File: src/rtl/rr_arb_pkg.sv
// Shared constants and state encoding for the 4-way round-robin arbiter.
package rr_arb_pkg;

  localparam int unsigned N_REQ  = 4;
  localparam int unsigned SEL_W  = 2;
  localparam int unsigned HOLD_W = 4;

  typedef enum logic {
    IDLE = 1'b0,
    BUSY = 1'b1
  } arb_state_e;

endpackage

File: src/rtl/rr_arb4_mux41.sv
// 4:1 single-bit multiplexer used for the arbiter's data path.
module mux41 (
  input  logic [3:0] a,
  input  logic [1:0] s,
  output logic       y
);

  assign y = a[s];

endmodule

File: src/rtl/rr_arb4.sv
// Round-robin arbiter for four requesters with a bounded hold time per owner
// and a registered grant driving a 1-bit data mux.
module rr_arb4
  import rr_arb_pkg::*;
#(
  parameter int unsigned MAX_HOLD = 4
) (
  input  logic             clk,
  input  logic             rst_n,
  input  logic [N_REQ-1:0] req,
  input  logic [N_REQ-1:0] d,
  output logic [N_REQ-1:0] gnt,
  output logic [SEL_W-1:0] sel,
  output logic             valid,
  output logic             y
);

  localparam logic [HOLD_W-1:0] HOLD_MAX  = HOLD_W'(MAX_HOLD);
  localparam logic [HOLD_W-1:0] HOLD_LAST = HOLD_W'(MAX_HOLD - 1);

  arb_state_e        state_q, state_d;
  logic [N_REQ-1:0]  gnt_q, gnt_d;
  logic [SEL_W-1:0]  sel_q, sel_d;
  logic              valid_q, valid_d;
  logic [SEL_W-1:0]  ptr_q, ptr_d;
  logic [HOLD_W-1:0] hold_q, hold_d;

  logic [N_REQ-1:0]  others;
  logic [SEL_W:0]    cand;
  logic              search_en;
  logic              mux_y;

  // Returns {found, index} of the first set bit at or after start, wrapping.
  function automatic logic [SEL_W:0] next_grant(input logic [N_REQ-1:0] mask,
                                                 input logic [SEL_W-1:0] start);
    logic [SEL_W:0]   res;
    logic [SEL_W-1:0] idx;
    res = '0;
    for (int unsigned i = N_REQ; i > 0; i--) begin
      idx = start + SEL_W'(i - 1);
      if (mask[idx]) res = {1'b1, idx};
    end
    return res;
  endfunction

  always_comb begin
    state_d   = state_q;
    gnt_d     = gnt_q;
    sel_d     = sel_q;
    valid_d   = valid_q;
    ptr_d     = ptr_q;
    hold_d    = hold_q;
    search_en = 1'b0;

    others        = req;
    others[sel_q] = 1'b0;

    case (state_q)
      IDLE: search_en = 1'b1;
      BUSY: begin
        if (req[sel_q] && (hold_q < HOLD_LAST || others == '0)) begin
          if (hold_q != HOLD_MAX) hold_d = hold_q + HOLD_W'(1);
        end else begin
          search_en = 1'b1;
        end
      end
      default: search_en = 1'b1;
    endcase

    // In IDLE sel_q's bit is not requesting-owner, but excluding it is harmless
    // only in BUSY; IDLE must search the full request vector.
    cand = next_grant((state_q == BUSY) ? others : req, ptr_q);

    if (search_en) begin
      if (cand[SEL_W]) begin
        state_d           = BUSY;
        sel_d             = cand[SEL_W-1:0];
        gnt_d             = '0;
        gnt_d[sel_d]      = 1'b1;
        valid_d           = 1'b1;
        ptr_d             = cand[SEL_W-1:0] + SEL_W'(1);
        hold_d            = '0;
      end else begin
        state_d = IDLE;
        gnt_d   = '0;
        valid_d = 1'b0;
      end
    end
  end

  always_ff @(posedge clk or negedge rst_n) begin
    if (!rst_n) begin
      state_q <= IDLE;
      gnt_q   <= '0;
      sel_q   <= '0;
      valid_q <= 1'b0;
      ptr_q   <= '0;
      hold_q  <= '0;
    end else begin
      state_q <= state_d;
      gnt_q   <= gnt_d;
      sel_q   <= sel_d;
      valid_q <= valid_d;
      ptr_q   <= ptr_d;
      hold_q  <= hold_d;
    end
  end

  mux41 u_mux (
    .a (d),
    .s (sel_q),
    .y (mux_y)
  );

  assign gnt   = gnt_q;
  assign sel   = sel_q;
  assign valid = valid_q;
  assign y     = valid_q & mux_y;

endmodule

File: config.mk
export PLATFORM = sky130hd
export DESIGN_NAME = rr_arb4
export DESIGN_NICKNAME = d
export VERILOG_FILES = /design/src/rtl/rr_arb_pkg.sv /design/src/rtl/rr_arb4_mux41.sv /design/src/rtl/rr_arb4.sv
export SDC_FILE = /design/constraint.sdc
export NUM_CORES = 1
export LEC_CHECK = 0
export ABC_AREA = 0
export CAP_MARGIN = 15
export CORE_MARGIN = 2
export CORE_UTILIZATION = 45
export DETAILED_ROUTE_END_ITERATION = 10
export GPL_ROUTABILITY_DRIVEN = 0
export PLACE_DENSITY = 0.8
export SLEW_MARGIN = 0
export SYNTH_ARGS = -nofsm -noshare
export SYNTH_HDL_FRONTEND = slang
export SYNTH_SLANG_ARGS = --single-unit
File: constraint.sdc
create_clock -name clk -period 3.5 [get_ports clk]
set_clock_uncertainty 0.15 [all_clocks]
set_input_delay 0.525 -clock clk [delete_from_list [all_inputs] [get_ports clk]]
set_output_delay 0.525 -clock clk [all_outputs]
set_load 0.02 [all_outputs]
==> images/pdn.png <==
Scale: 8 px per um. Pins as bars on the die edge. Tap cells in grey.
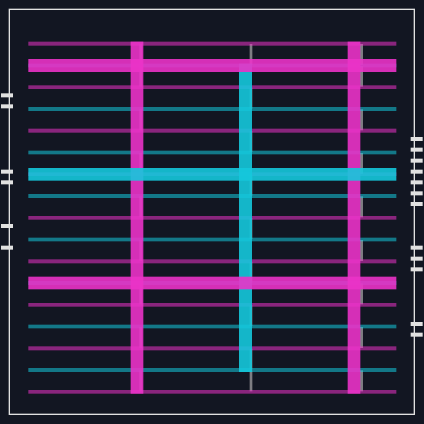
VSS: drawn in magenta. VDD: drawn in cyan.
3 straps on met4. The core has 16 rows.
die width: 50.5 um
core area: 0.00200 mm2
maximum VDD drop: 0.493 mV
Die Y: 50.5 um

==> images/registers.png <==
Scale: 10 px per um.
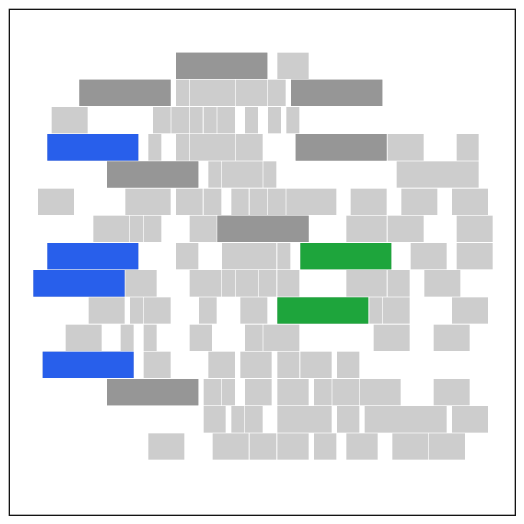
`gnt`: drawn in blue, flops 4, where west. `sel`: drawn in green, flops 2.
Another 7 sequential cells are not coloured.
sequential share of cell area: 28.4%
Flop area: 325 um2
Core Util, Final: 57.3%
sequential power: 0.000302 W

==> flow_summary_export.csv <==
group,metric,value,unit
sta,rsz0062_at_grt,"no",
run,cap_viol_max_count,0,
pwr,powerComb,0.000725,W
status,status,"finished, final reports clean",
global_routing,busiest_layer,"met2",
cts,cts_tree,"done",
yosys,synthSimpleGateAreaFrac,21.4,%
worst_setup_path,r2r_slack,1110,ps
yosys,synth_seq_share,33.5,%
yosys,synthAoiAreaFrac,24.5,%
drt,drt-initial-drc-count,12,
finish,n_clock_buffer,4,
yosys,adder_share,2.58,%
die,num_rows,16,
cts,cts_sinks,13,
pwr,pg_clk,0.0000937,W
yosys,synth_top_area_share,33.5,%
finish,dominant-cell-class,"combinational gates",
finish,drive_gt1_share,13.2,%
worst_setup_path,cp_max_fo,10,
drt,drtAntennaViolNets,0,
yosys,syn_area,971,um2
global_routing,grt_pass1_vias,832,
cts,cts-htree-levels,1,
finish,logic_gate_count,75,
sta,fin_setup_tns,0,ps
global_routing,grt_use_total,18.0,%
finish,stdcell_area,0.00115,mm2
global_routing,antenna_found_initial,0,
worst_setup_path,startpoint,"sel[0]",
yosys,logic_family,"AND-OR/OR-AND gates",
yosys,fp_nets,111,
worst_setup_path,cp_num_buf_inv,1,
finish,most-common-layout-cells,"clkdlybuf4s50_1, dfrtp_1, nand2_1",
sta,worstMarginPinSlew,558,ps
sta,maxSlewHeadroom,62.7,%
yosys,yosys_warnings,0,
yosys,synthFlopType,"dfrtp_1",
pwr,swShare,47.4,%
yosys,syn_inst,99,
yosys,edf_count,0,
yosys,top_cell,"dfrtp_1",
finish,finalNetCount,127,
global_routing,overflow,0,
finish,layout_top_cell,"clkdlybuf4s50_1",
yosys,async_flop_share,100,%
pwr,p_per_area,977,mW/mm2
yosys,synth-area-yosys,971,um2
worst_setup_path,r2r_cells,6,
drt,met1Wirelength,963,um
place,port_buffers,17,
global_routing,grt_pass1_wl,3.62,mm
worst_setup_path,worst_setup_path_start_kind,"flop",
worst_setup_path,crit_cells,3,
finish,buffers,17,
hold_path,worstHoldEndpoint,"gnt[2]",
global_routing,use_met1,23.8,%
cts,clk_path_buf_depth,2,
hold_path,min_path_cells,2,
cts,cts_resized,0,
sta,drv_slew,0,
sta,fmax,364,MHz
cts,numCtsBuffers,3,
global_routing,met2_usage,31.6,%
drt,top_layer,"met4",
run,openroad.warnings,27,
hold_path,hold_class,"flop to flop",
drt,drc,0,
finish,fin_cells,141,
pwr,p_total,0.00112,W
drt,via_count,825,
sta,setup_slack,755,ps
finish,n_all_inverters,5,
drt,avgViaCountPerCell,5.85,
worst_setup_path,critPathTopFamily,"flip-flops",
die,pin_count,18,
place,place_hpwl,1.43,mm
pwr,switching_power,0.000531,W
cts,clock_latency,280,ps
global_routing,grt_max_degree,19,
cts,root_buffer,"clkbuf_4",
global_routing,use_met3,2.08,%
finish,fillCellCount,197,
finish,bufAreaShareNonClock,14.8,%
drt,wl,1.98,mm
yosys,syn_avg_cell_area,9.81,um2
finish,n_sequential_cell,13,
worst_setup_path,cp_slowest_stage_delay,570,ps
worst_setup_path,crit_path_cell_trace,"mux4_2 > and2_1 > clkdlybuf4s50_1",
worst_setup_path,critPathKind,"flop to output pin",
worst_setup_path,cp.required,2820,ps
sta,final_hold_viol_count,0,
pwr,p_comb_share,64.7,%
pwr,top_power_group,"combinational logic",
pwr,pwr-share-seq,27.0,%
worst_setup_path,crit_end,"y",
yosys,numSynthFlops,13,
sta,period_minus_slack,2750,ps
sta,finalSetupViolCount,0,
yosys,ys_sh_xor,2.71,%
yosys,top_area_cell,"dfrtp_1",
sta,whs,343,ps
yosys,synthTopCellsByCount,"dfrtp_1, nand2_1, o21ai_0",
finish,diodes,0,
No activity file was given, so power comes from the tool's default toggle rates.
